===== src/rtl/rx_pkg.sv =====
// ============================================================================
// Module      : rx_pkg
// Description : Shared types, defaults and line-state helpers for the USB
//               full-speed receive bit-timing path.
// Revision    : 1.0 - initial release
// ============================================================================
`default_nettype none

package rx_pkg;

  typedef enum logic [1:0] {
    IDLE     = 2'd0,
    RECEIVE  = 2'd1,
    EOP_WAIT = 2'd2
  } rx_state_t;

  localparam int RX_CLKS_PER_BIT_DEFAULT = 8;
  localparam int RX_SAMPLE_PHASE_DEFAULT = 3;

  // Differential line states: J = idle (D+ high), K = D- high, SE0 = both low.
  function automatic logic line_is_j(input logic dp, input logic dm);
    return dp & ~dm;
  endfunction

  function automatic logic line_is_k(input logic dp, input logic dm);
    return ~dp & dm;
  endfunction

  function automatic logic line_is_se0(input logic dp, input logic dm);
    return ~dp & ~dm;
  endfunction

endpackage

`default_nettype wire


===== src/rtl/rx_edge_detect.sv =====
// ============================================================================
// Module      : rx_edge_detect
// Description : Registers the previous D+ level and flags any D+ transition
//               and D+ falling transitions.
// Revision    : 1.0 - initial release
// ============================================================================
`default_nettype none

module rx_edge_detect (
  input  logic clk,
  input  logic n_rst,
  input  logic d_plus_sync,
  output logic d_plus_edge,
  output logic falling_edge
);

  logic r_d_plus_prev;

  // Resets to the idle J level so an idle line never looks like an edge.
  always_ff @(posedge clk or negedge n_rst) begin
    if (!n_rst) begin
      r_d_plus_prev <= 1'b1;
    end else begin
      r_d_plus_prev <= d_plus_sync;
    end
  end

  assign d_plus_edge  = d_plus_sync ^ r_d_plus_prev;
  assign falling_edge = r_d_plus_prev & ~d_plus_sync;

endmodule

`default_nettype wire


===== src/rtl/rx_bit_ctrl.sv =====
// ============================================================================
// Module      : rx_bit_ctrl
// Description : USB full-speed RX bit-timing controller: start-of-packet
//               detection, mid-bit sampling, NRZI decode, byte and EOP flags.
//               Build option RX_RESYNC_EN: every D+ edge re-centres the phase.
// Revision    : 1.0 - initial release
// ============================================================================
`default_nettype none

module rx_bit_ctrl
  import rx_pkg::*;
#(
  parameter int CLKS_PER_BIT = RX_CLKS_PER_BIT_DEFAULT,
  parameter int SAMPLE_PHASE = RX_SAMPLE_PHASE_DEFAULT
) (
  input  logic clk,
  input  logic n_rst,
  input  logic d_plus_sync,
  input  logic d_minus_sync,
  output logic shift_enable,
  output logic rx_bit,
  output logic byte_received,
  output logic eop,
  output logic rx_error,
  output logic packet_active
);

  localparam int PHASE_W = (CLKS_PER_BIT > 1) ? $clog2(CLKS_PER_BIT) : 1;
  localparam logic [PHASE_W-1:0] c_phase_last   = PHASE_W'(CLKS_PER_BIT - 1);
  localparam logic [PHASE_W-1:0] c_sample_phase = PHASE_W'(SAMPLE_PHASE);

  rx_state_t          r_state;
  rx_state_t          w_state_next;
  logic [PHASE_W-1:0] r_phase;
  logic [PHASE_W-1:0] w_phase_next;
  logic [2:0]         r_bit_cnt;
  logic               r_last_sample;
  logic               r_rx_error;
  logic               r_byte_received;

  logic w_d_plus_edge;
  logic w_falling_edge;
  logic w_resync;
  logic w_sample_point;
  logic w_se0;
  logic w_line_j;
  logic w_sop;
  logic w_shift;
  logic w_eop;

  rx_edge_detect u_edge_detect (
    .clk          (clk),
    .n_rst        (n_rst),
    .d_plus_sync  (d_plus_sync),
    .d_plus_edge  (w_d_plus_edge),
    .falling_edge (w_falling_edge)
  );

`ifdef RX_RESYNC_EN
  assign w_resync = w_d_plus_edge;
`else
  logic w_unused_edge;
  assign w_unused_edge = w_d_plus_edge;
  assign w_resync      = 1'b0;
`endif

  assign w_sample_point = (r_phase == c_sample_phase);
  assign w_se0          = line_is_se0(d_plus_sync, d_minus_sync);
  assign w_line_j       = line_is_j(d_plus_sync, d_minus_sync);

  always_comb begin
    if (w_resync) begin
      w_phase_next = '0;
    end else if (r_phase == c_phase_last) begin
      w_phase_next = '0;
    end else begin
      w_phase_next = r_phase + PHASE_W'(1);
    end
  end

  always_ff @(posedge clk or negedge n_rst) begin
    if (!n_rst) begin
      r_state <= IDLE;
    end else begin
      r_state <= w_state_next;
    end
  end

  // Start of packet needs a true J->K transition; a J->SE0 glitch also drops
  // D+ but must not open a packet.
  always_comb begin
    w_state_next = r_state;
    w_sop        = 1'b0;
    w_shift      = 1'b0;
    w_eop        = 1'b0;
    case (r_state)
      IDLE: begin
        if (w_falling_edge && line_is_k(d_plus_sync, d_minus_sync)) begin
          w_sop        = 1'b1;
          w_state_next = RECEIVE;
        end
      end
      RECEIVE: begin
        if (w_sample_point) begin
          if (w_se0) begin
            w_eop        = 1'b1;
            w_state_next = EOP_WAIT;
          end else begin
            w_shift = 1'b1;
          end
        end
      end
      EOP_WAIT: begin
        if (w_sample_point && w_line_j) begin
          w_state_next = IDLE;
        end
      end
      default: begin
        w_state_next = IDLE;
      end
    endcase
  end

  always_ff @(posedge clk or negedge n_rst) begin
    if (!n_rst) begin
      r_phase         <= '0;
      r_bit_cnt       <= 3'd0;
      r_last_sample   <= 1'b1;
      r_rx_error      <= 1'b0;
      r_byte_received <= 1'b0;
    end else begin
      r_byte_received <= w_shift && (r_bit_cnt == 3'd7);
      if (w_sop) begin
        r_phase       <= '0;
        r_bit_cnt     <= 3'd0;
        r_last_sample <= 1'b1;
        r_rx_error    <= 1'b0;
      end else if (r_state != IDLE) begin
        r_phase <= w_phase_next;
        if (w_shift) begin
          r_last_sample <= d_plus_sync;
          r_bit_cnt     <= r_bit_cnt + 3'd1;
        end
        if (w_eop) begin
          r_rx_error <= (r_bit_cnt != 3'd0);
        end
      end
    end
  end

  // NRZI: no transition since the previous sample decodes as a one.
  assign shift_enable  = w_shift;
  assign rx_bit        = w_shift & (d_plus_sync == r_last_sample);
  assign eop           = w_eop;
  assign byte_received = r_byte_received;
  assign rx_error      = r_rx_error;
  assign packet_active = (r_state != IDLE);

endmodule

`default_nettype wire


===== config.mk =====
export PLATFORM = sky130hd
export DESIGN_NAME = rx_bit_ctrl
export DESIGN_NICKNAME = d
export VERILOG_FILES = /design/src/rtl/rx_pkg.sv /design/src/rtl/rx_edge_detect.sv /design/src/rtl/rx_bit_ctrl.sv
export SDC_FILE = /design/constraint.sdc
export NUM_CORES = 1
export LEC_CHECK = 0
export CAP_MARGIN = 20
export CORE_UTILIZATION = 50
export CTS_BUF_LIST = sky130_fd_sc_hd__clkbuf_16
export DETAILED_ROUTE_END_ITERATION = 8
export PLACE_DENSITY_LB_ADDON = 0.25
export SLEW_MARGIN = 10
export SYNTH_ARGS = -nofsm -noshare
export SYNTH_HDL_FRONTEND = slang
export SYNTH_HIERARCHICAL = 1
export SYNTH_SLANG_ARGS = --single-unit

===== constraint.sdc =====
create_clock -name clk -period 2.41 [get_ports clk]
set_clock_uncertainty 0.05 [all_clocks]
set_input_delay 0.6025 -clock clk [delete_from_list [all_inputs] [get_ports clk]]
set_output_delay 0.6025 -clock clk [all_outputs]
set_load 0.01 [all_outputs]

run_1/placed.png
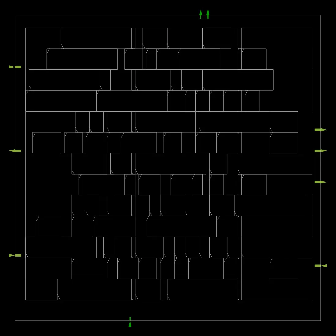
# Taps: 15
Seq/total area: 32.6%
fin cells: 101

run_1/class_map.png
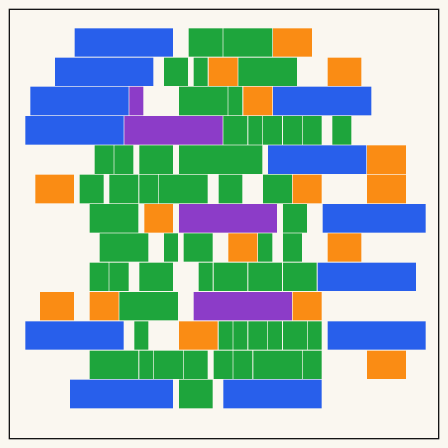
green -> remaining logic cells  # cells 54, share of their area 43%
purple -> clock drivers and dummy loads  # cells 4, share of their area 8.7%
blue -> registers  # cells 12, share of their area 33%
orange -> remaining buffers and delay cells  # cells 16, share of their area 15%
Cell Rows: 13
final core utilization: 70.5%
core box area: 0.00132 sq mm
Post-Layout Inst Area: 928 sq um

run_1/ff_map.png
Scale bar: 10 um. Other sequential cells in the stronger gray, the rest of the logic in the fainter gray.
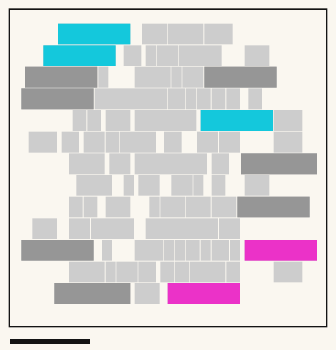
magenta -> r_state  # sequential cells 2
cyan -> r_bit_cnt  # sequential cells 3
not colored = 7
Seq. cell area: 303 sq um
P_seq: 358 uW

==> flow_summary.yaml, run 1 <==
# implementation run metrics
worst_setup_path:
  cpMaxStageDelayCell: "clkdlybuf4s50_1"
  critPathRequiredTime_ns: 1.76
  startpoint: "d_minus_sync"
  critical_path.endpoint: "eop"
  r2r-start: "r_phase[0]$_DFFE_PN0P_"
  r2r_setup_slack_ns: 0.80
  critPathMaxFanout: 3
placement:
  place_area_sq_um: 851
  io_buffers: 9
final_timing:
  fmax_mhz: 420
  tightest_slew_ns: 0.526
  timing_hold_violations_final: 0
  finalSetupTns_ns: 0
global_route:
  grt_max_degree: 13
  gr-total-overflow: 0
  grt_pass1_vias: 491
power:
  power_density_mw_per_mm2: 1110
synthesis:
  yosys_warnings: 6
routing:
  ant_nets: 0
  wl_um: 1350
  drt-pass1-iter-count: 4
  drc: 0
  vias: 533
cts:
  cts_root_buf: "clkbuf_16"
  cts_resized: 5
  cts_sinks: 12
finish:
  nNetsFinal: 98
  antenna_cells: 0
run_status:
  outcome: "finished clean"
run 1: power breakdown:
group	leakage [uW]	switching [uW]	internal, uW
clock	0.0000423	78.9	218
combinational	0.000293	185	191
sequential	0.000145	69.1	289
total	0.000480	333	698
run 1: through the flow:
step                      utilization (%)  setup slack [ns]  power, uW  hold WS, ns  cells
after floorplan                         -             0.553        609        0.257     68
after global placement               64.6            -0.315        723        0.426     97
after detailed placement             64.6            -0.347        735        0.448     97
after CTS                            70.4            0.0128       1040        0.457    101
after global routing                 70.5           0.00317       1110        0.469    101
final                                70.5            0.0296       1030        0.459    101
run 1: cell type report:
type / instances / area (sq um)
inverters: 9 / 33.8
clock inverters: 1 / 3.75
flip-flops and latches: 12 / 303
clock buffers: 3 / 75.1
repair buffers: 16 / 139
multi-input cells: 45 / 355
fillers: 92 / 389
well taps: 15 / 18.8
run 1: layer usage:
| metal | wire length, um | vias to the layer above |
|---|---|---|
| li1 | - | 272 |
| met1 | 664 | 248 |
| met2 | 617 | 11 |
| met3 | 51 | 2 |
| met4 | 15 | 0 |
| met5 | 0 | - |
run 1: critical path, delay by kind of cell:
family	cells	cell delay (ns)
buffers and inverters	2	0.71
AND/OR/NAND/NOR	2	0.41
run 1: cells in the final DEF (no fill, tap or decap), types with 2 or more instances in the layout:
cell,instances
a21oi_1,6
a22o_1,3
and3b_1,2
buf_4,7
clkbuf_16,3
clkdlybuf4s50_1,5
dfrtp_1,10
dfstp_2,2
dlygate4sd2_1,3
ha_1,6
inv_1,10
nand3_1,3
nand3b_1,2
nor2_1,2
nor2_2,3
o21ai_0,4
run 1: sequential cells by signal (all words and copies together), names as in the netlist:
register / cells
u_edge_detect/r_d_plus_prev: 1
r_phase: 3
byte_received: 1
r_state: 2
rx_error: 1
r_last_sample: 1
r_bit_cnt: 3
## Run 2: what changed since run 1
Settings changed: CTS_CLUSTER_DIAMETER from default to 120.
run_2/util_map.png
8 x 8 tiles, from white (low) to dark blue (high), 0 to 100% covered.
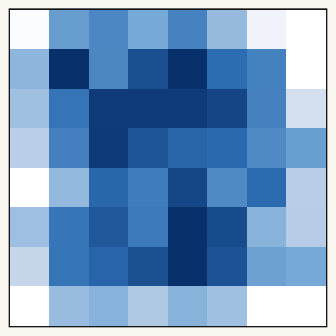
fullest tile = 100%
tiles over 75% full = 34%
nearly empty tiles = 11%

run_2/m3.png
Scale bar: 10 um.
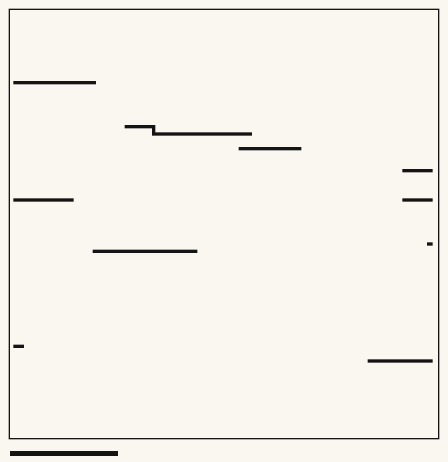
nets with wire on the layer = 9
main direction = horizontal
share of all routed wire = 3.8%
wire length on this layer = 51.5 um

==> flow_summary.yaml, run 2 <==
# implementation run metrics
final_timing:
  tightest_slew_ns: 0.526
  hold_ws_ns: 0.459
  fmax_mhz: 420
  timing_hold_violations_final: 0
global_route:
  grt_pass1_wl_um: 2190
  grt_pass1_vias: 491
  gr-total-overflow: 0
  grt_max_degree: 13
placement:
  io_buffers: 9
  place_area_sq_um: 851
synthesis:
  yosys_warnings: 6
worst_setup_path:
  r2r_setup_slack_ns: 0.80
  cpMaxStageDelayCell: "clkdlybuf4s50_1"
  critPathRequiredTime_ns: 1.76
  critPathMaxFanout: 3
  r2r-start: "r_phase[0]$_DFFE_PN0P_"
  path_cells: "clkdlybuf4s50_1 -> or2_4 -> nor2_1 -> clkdlybuf4s15_1"
routing:
  vias: 533
  drc: 0
  wl_met2_um: 617
  routed.top_layer: "met4"
  met3_length_um: 51
  wl_um: 1350
  drt-met1-wl_um: 664
die:
  fp.dieArea_sq_mm: 0.00158
  core_area_sq_mm: 0.00132
  rows: 13
run:
  warning_count: 29
power:
  power_density_mw_per_mm2: 1110
cts:
  cts_sinks: 12
  cts_root_buf: "clkbuf_16"
  cts_setup_buffers: 0
  cts_max_level: 1
finish:
  stdcell_area_sq_um: 928
  nNetsFinal: 98
  post-route-util_pct: 70.5
  final_cell_mix: "inv_1 (10), dfrtp_1 (10), buf_4 (7)"
  largestRegisters: "r_bit_cnt x3, r_phase x3, r_state x2"
  antenna_cells: 0
hold_path:
  whs_path_depth: 1
run_status:
  outcome: "finished clean"
run 2: power breakdown:
| part | leakage [uW] | switching, uW | internal [uW] |
|---|---|---|---|
| Combinational | 0.000293 | 185 | 191 |
| Clock | 0.0000423 | 78.9 | 218 |
| Sequential | 0.000145 | 69.1 | 289 |
run 2: cell type report:
class,instances,area (sq um)
clock buffers,3,75.1
clock inverters,1,3.75
fillers,92,389
inverters,9,33.8
multi-input cells,45,355
flip-flops and latches,12,303
well taps,15,18.8
repair buffers,16,139
run 2: how the worst max path moves through the flow:
| stage | from | slack (ns) | cells after the start | endpoint |
|---|---|---|---|---|
| after global placement | d_plus_sync | -0.31 | 4 | eop |
| after detailed placement | d_plus_sync | -0.35 | 4 | eop |
| final | d_minus_sync | 0.03 | 4 | eop |
| after global routing | d_minus_sync | 0.003 | 4 | eop |
| after floorplan | d_plus_sync | 0.55 | 3 | eop |
| after CTS | d_minus_sync | 0.01 | 4 | eop |
run 2: critical path, delay by kind of cell:
kind          cells  cell delay [ns]
buf+inv           2             0.71
simple gates      2             0.41
run 2: repair_timing:
| action | in CTS | in global routing |
|---|---|---|
| gates resized | 5 | 1 |
| pin swaps | 0 | 0 |
| setup endpoints to repair | 3 | 1 |
| cloned | 0 | 0 |
run 2: stage by stage:
| stage | total power (uW) | std cells | setup TNS, ns | setup slack (ns) |
|---|---|---|---|---|
| 6_report | 1030 | 101 | 0 | 0.0296 |
| 5_1_grt | 1110 | 101 | 0 | 0.00317 |
| 4_1_cts | 1040 | 101 | 0 | 0.0128 |
| 3_5_place_dp | 735 | 97 | -0.832 | -0.347 |
| 3_3_place_gp | 723 | 97 | -0.784 | -0.315 |
| 2_1_floorplan | 609 | 68 | 0 | 0.553 |
No activity file was given, so power comes from the tool's default toggle rates.
